==> src/rtl/fetch_queue.sv <==
// fetch_queue: instruction fetch stage. Owns the PC, issues word-aligned
// requests to an in-order handshaked instruction memory, buffers returned
// words with their PCs and hands them to decode one per cycle.
//
// Ports:
//   clk, rst                      clock, synchronous active-high reset
//   redirect_valid, redirect_pc   taken branch: flush and refetch from target
//   imem_req_valid/ready/addr     request channel to instruction memory
//   imem_resp_valid/inst          in-order response channel from memory
//   inst_valid/ready, inst, inst_pc  head-of-queue interface to decode
//
// state | meaning
// RUN   | normal fetch: requests issued, responses queued, head presented
// FLUSH | waiting for responses of discarded requests to drain; no issue
module fetch_queue #(
    parameter int          DEPTH    = 4,
    parameter logic [63:0] RESET_PC = 64'h0
) (
    input  logic        clk,
    input  logic        rst,
    input  logic        redirect_valid,
    input  logic [63:0] redirect_pc,
    output logic        imem_req_valid,
    input  logic        imem_req_ready,
    output logic [63:0] imem_req_addr,
    input  logic        imem_resp_valid,
    input  logic [31:0] imem_resp_inst,
    output logic        inst_valid,
    input  logic        inst_ready,
    output logic [31:0] inst,
    output logic [63:0] inst_pc
);

    localparam int CW = $clog2(DEPTH + 1);
    localparam int PW = $clog2(DEPTH);
    localparam logic [CW:0]   DEPTH_SUM = (CW + 1)'(DEPTH);
    localparam logic [CW-1:0] DEPTH_CNT = CW'(DEPTH);

    typedef enum logic {
        RUN   = 1'b0,
        FLUSH = 1'b1
    } state_t;

    state_t        state;
    state_t        state_next;

    logic [63:0]   fetch_pc;
    logic [63:0]   resp_pc;
    logic [CW-1:0] outstanding;
    logic [CW-1:0] outstanding_next;
    logic [CW-1:0] count;
    logic [PW-1:0] head;
    logic [PW-1:0] tail;
    logic [31:0]   inst_mem [DEPTH];
    logic [63:0]   pc_mem   [DEPTH];

    logic          req_fire;
    logic          resp_fire;
    logic          push;
    logic          pop;
    logic [CW:0]   credits_used;
    logic [63:0]   redirect_target;

    // Datapath helpers
    always_comb begin
        redirect_target  = redirect_pc & ~64'h3;
        credits_used     = {1'b0, count} + {1'b0, outstanding};
        req_fire         = imem_req_valid & imem_req_ready;
        resp_fire        = imem_resp_valid & ~rst;
        // A redirect kills any same-cycle push or pop; responses arriving in
        // FLUSH belong to discarded requests and only return their credit.
        push             = resp_fire & (state == RUN) & ~redirect_valid;
        pop              = inst_valid & inst_ready & ~redirect_valid;
        outstanding_next = outstanding + CW'(req_fire) - CW'(resp_fire);
    end

    // FSM: state register
    always_ff @(posedge clk) begin
        if (rst) begin
            state <= RUN;
        end else begin
            state <= state_next;
        end
    end

    // FSM: next state. Any redirect, and every FLUSH cycle, lands in FLUSH
    // only while discarded requests are still in flight after this edge.
    always_comb begin
        state_next = state;
        if (redirect_valid || (state == FLUSH)) begin
            state_next = (outstanding_next != '0) ? FLUSH : RUN;
        end
    end

    // FSM: outputs
    always_comb begin
        imem_req_valid = (state == RUN) && !redirect_valid && !rst &&
                         (credits_used < DEPTH_SUM);
        imem_req_addr  = fetch_pc;
        inst_valid     = (count != '0) && (state == RUN);
        inst           = inst_mem[head];
        inst_pc        = pc_mem[head];
    end

    // PCs, credit counter and queue storage
    always_ff @(posedge clk) begin
        if (rst) begin
            fetch_pc    <= RESET_PC;
            resp_pc     <= RESET_PC;
            outstanding <= '0;
            count       <= '0;
            head        <= '0;
            tail        <= '0;
            for (int i = 0; i < DEPTH; i++) begin
                inst_mem[i] <= '0;
                pc_mem[i]   <= '0;
            end
        end else begin
            outstanding <= outstanding_next;
            if (redirect_valid) begin
                fetch_pc <= redirect_target;
                resp_pc  <= redirect_target;
                count    <= '0;
                head     <= '0;
                tail     <= '0;
            end else begin
                if (req_fire) begin
                    fetch_pc <= fetch_pc + 64'd4;
                end
                if (push) begin
                    inst_mem[tail] <= imem_resp_inst;
                    pc_mem[tail]   <= resp_pc;
                    tail           <= tail + 1'b1;
                    resp_pc        <= resp_pc + 64'd4;
                end
                if (pop) begin
                    head <= head + 1'b1;
                end
                count <= count + CW'(push) - CW'(pop);
            end
        end
    end

    // Credit rule means a full queue never sees a push without a pop, and
    // memory never answers more requests than were accepted.
    a_no_overflow: assert property (@(posedge clk) disable iff (rst)
        !(push && !pop && (count == DEPTH_CNT)));
    a_no_spurious_resp: assert property (@(posedge clk) disable iff (rst)
        !(imem_resp_valid && (outstanding == '0)));

endmodule
==> config.mk <==
export PLATFORM = sky130hd
export DESIGN_NAME = fetch_queue
export DESIGN_NICKNAME = d
export VERILOG_FILES = /design/src/rtl/fetch_queue.sv
export SDC_FILE = /design/constraint.sdc
export NUM_CORES = 1
export LEC_CHECK = 0
export CORE_MARGIN = 2
export CORE_UTILIZATION = 28
export CTS_CLUSTER_DIAMETER = 60
export DETAILED_ROUTE_END_ITERATION = 7
export SLEW_MARGIN = 10
export SYNTH_ARGS = -nofsm -noshare
export SYNTH_HDL_FRONTEND = slang
export SYNTH_SLANG_ARGS = --single-unit
==> constraint.sdc <==
create_clock -name clk -period 7 [get_ports clk]
set_input_delay 1.75 -clock clk [delete_from_list [all_inputs] [get_ports clk]]
set_output_delay 1.75 -clock clk [all_outputs]
set_load 0.02 [all_outputs]
Figure 1. Metal layers overlaid.
Bar = 100 um.
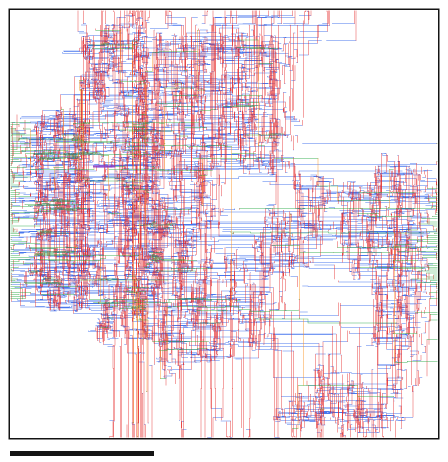
metal 4: marked orange, wire length 1730 um. metal 5: marked purple, wire length 13.8 um. metal 1: marked blue, wire length 31.7 mm. metal 2: marked red, wire length 35.6 mm. metal 3: marked green, wire length 4700 um.
Post-Route WL: 73700 um
post-DR wirelength/cell: 22.0 um
All-Layer GR Usage: 16.3%

Figure 2. Wires at chosen ports, followed through buffers.
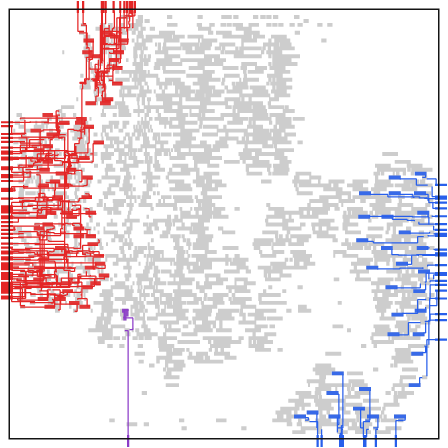
imem_req_addr: marked red, direction output, edge 51 west, 13 north, end cells 64, buffers 62, wire 4840 um. imem_resp_valid: marked purple, direction input, edge south, end cells 3, buffers 1, wire 102 um. inst: marked blue, direction output, edge 23 east, 9 south, end cells 32, buffers 32, wire 885 um.
port bufs: 257
IO Pins: 264

Figure 3. I/O pins on the die edge.
Pins as bars across the die edge, other pins in grey.
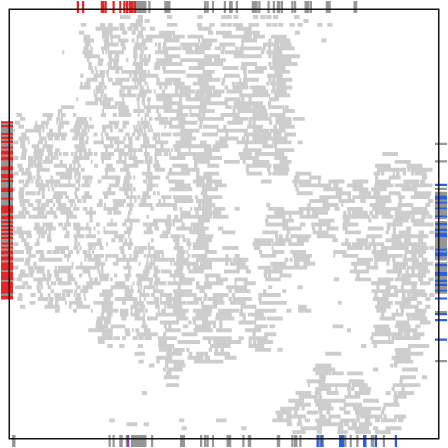
imem_resp_valid: marked purple, pins 1, direction input, edge south. inst: marked blue, pins 32, direction output, edge 23 east, 9 south. imem_req_addr: marked red, pins 64, direction output, edge 51 west, 13 north.
All pins by edge: 91 west, 60 east, 58 south, 55 north.
Die Span X: 297 um
overall die height: 297 um

==> deck_impl_summary.md <==
Flow Results at a Glance

Status
  • Outcome: finished, final reports clean

Synth
  • Flops after synth: roughly 510
  • Yosys stat area: about 0.024 mm^2
  • Top-area cell type share of the netlist area: around 47%
  • Synth area leader: edfxtp_1
  • Basic Gates by Area: approximately a fifth
  • Largest family of logic cells by area: simple AND/OR/NAND/NOR gates
  • Post-synth EDFFs: approximately 380
  • Cell total in the yosys stat output: slightly below 2000
  • Main area contributors after synthesis: edfxtp_1, dfxtp_1, and2_1, mux4_2, clkbuf_1
  • Xor+xnor area frac: 2.95%
  • Synth Flop Type: edfxtp_1
  • Cells after Synth: just under 2000
  • Post-synth ARST share: 0%

Critical path
  • CP Max Fanout: ~42
  • WS Path Type: in -> out
  • CP Launch Type: primary input

Final timing
  • Fin. max-slew vios: 0
  • Final Hold Viols: 0
  • Max transition margin: about 8.4%
  • Final number of setup-violating endpoints: 0

Clock network
  • H-Tree Depth: 2
  • CTS tree: built
  • CTS clk-pin slew, worst paths: about 0.06 ns

Flow run
  • Tool Warnings: 28

Global routing
  • Largest net degree at the start of global routing: 92

Floorplanning
  • Init Core Util: 28.3%

Routing
  • Iter 0 DRT Violations: 1415
Figure 4. Clock network drawn from the DEF.
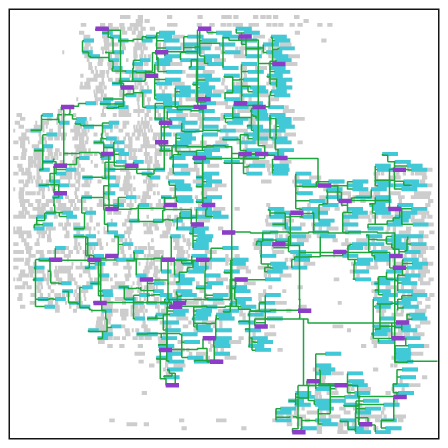
clock wires: marked green, length 6820 um. flip-flops: marked cyan, count 513. clock drivers: marked purple, count 59.
Position of the flops: spread over the die.

Figure 5. Placement view.
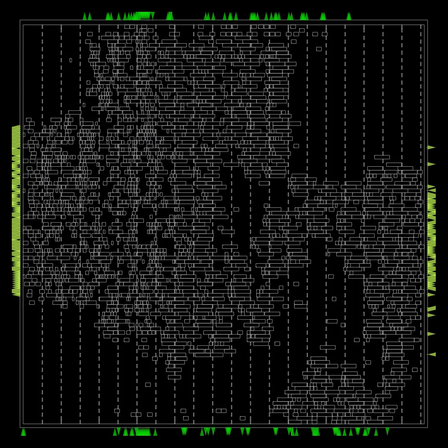
fill count: 8448
Core ar.: 0.0851 mm^2
seq_cells: 513
cell row count: 107
Final Core Density: 34.8%

==> path summary, 6_finish.rpt <==
path	start	endpoint	slack, ns	cells past startpoint
hold / removal	imem_req_addr[26]	imem_req_addr[26]	0.53	2
hold reg to reg	imem_req_addr[26]	imem_req_addr[26]	0.53	2
setup / recovery	rst	imem_req_valid	1.81	4
setup reg to reg	count[2]	state	3.42	10
==> state kept, by name, indices dropped and copies added (netlist names), named ones only <==
register	cells
pc_mem	248
count	3
outstanding	3
head	2
tail	2
imem_req_addr	62
inst_mem	128
resp_pc	62
state	1
==> cell usage after synthesis, types with 33 or more instances <==
library cell,instances
a21oi_1,55
and2_1,374
clkbuf_1,111
dfxtp_1,137
edfxtp_1,376
inv_1,37
mux4_2,94
nand2_1,97
nand3_1,52
nand4_1,55
nor2_1,104
nor3_1,33
xnor2_1,44
xor2_1,37
==> through the flow <==
stage	hold slack [ns]	util, %	power [mW]	setup slack [ns]	instance area (um^2)
floorplan	0.485	-	3.93	1.47	24100
global placement	0.510	32.7	4.29	1.87	27800
detailed placement	0.521	32.7	4.31	1.79	27800
CTS	0.541	34.8	7.19	1.78	29600
global route	0.575	34.8	7.35	1.69	29600
finish	0.533	34.8	7.10	1.81	29600
==> area by class of cell <==
cell class / count / area (um^2) / share of cell area, %
sequential: 513 / 14000 / 47.4
multi-input combinational: 1253 / 9400 / 31.7
timing repair buffer: 284 / 2810 / 9.48
clock buffer: 78 / 1560 / 5.26
tap: 1144 / 1430 / 4.83
clock inverter: 33 / 231 / 0.781
inverter: 38 / 143 / 0.482
antenna: 2 / 5.00 / 0.0169
==> critical path: stages <==
cell and delay, ns:
buf_4 0.26, nor4_1 0.48, and3_1 0.31, clkdlybuf4s50_1 0.63
==> metal layers <==
metal	vias up	routed length (um)	track usage, %
li1	7571	-	-
met1	8365	31700	21.7
met2	605	35600	27.1
met3	102	4700	2.95
met4	2	1730	4.37
met5	-	13	0
==> layout by cell type (no fill, tap or decap), drive strengths merged, types with 55 or more instances in the layout <==
cell type | Yosys | routed
and2 | 374 | 374
clkbuf | 113 | 78
nand4 | 59 | 59
a21oi | 55 | 55
dfxtp | 137 | 137
clkdlybuf4s50 | 0 | 255
mux4 | 94 | 94
edfxtp | 376 | 376
nor2 | 104 | 104
nand2 | 97 | 97
==> where the power goes <==
group / internal [mW] / switching, mW
logic: 0.292 / 0.394
clock network: 1.61 / 1.26
registers: 3.42 / 0.137
total: 5.31 / 1.79
==> cell families (layout without fill, tap and decap cells) <==
family,Yosys count,in the layout
AND-OR/OR-AND,217,217
adder cells (fa/ha/maj),10,10
AND/OR/NAND/NOR,837,837
buffers and inverters,178,433
flip-flops,513,513
other,1,6
XOR/XNOR,81,81
multiplexers,104,104
No activity file was given, so power comes from the tool's default toggle rates.
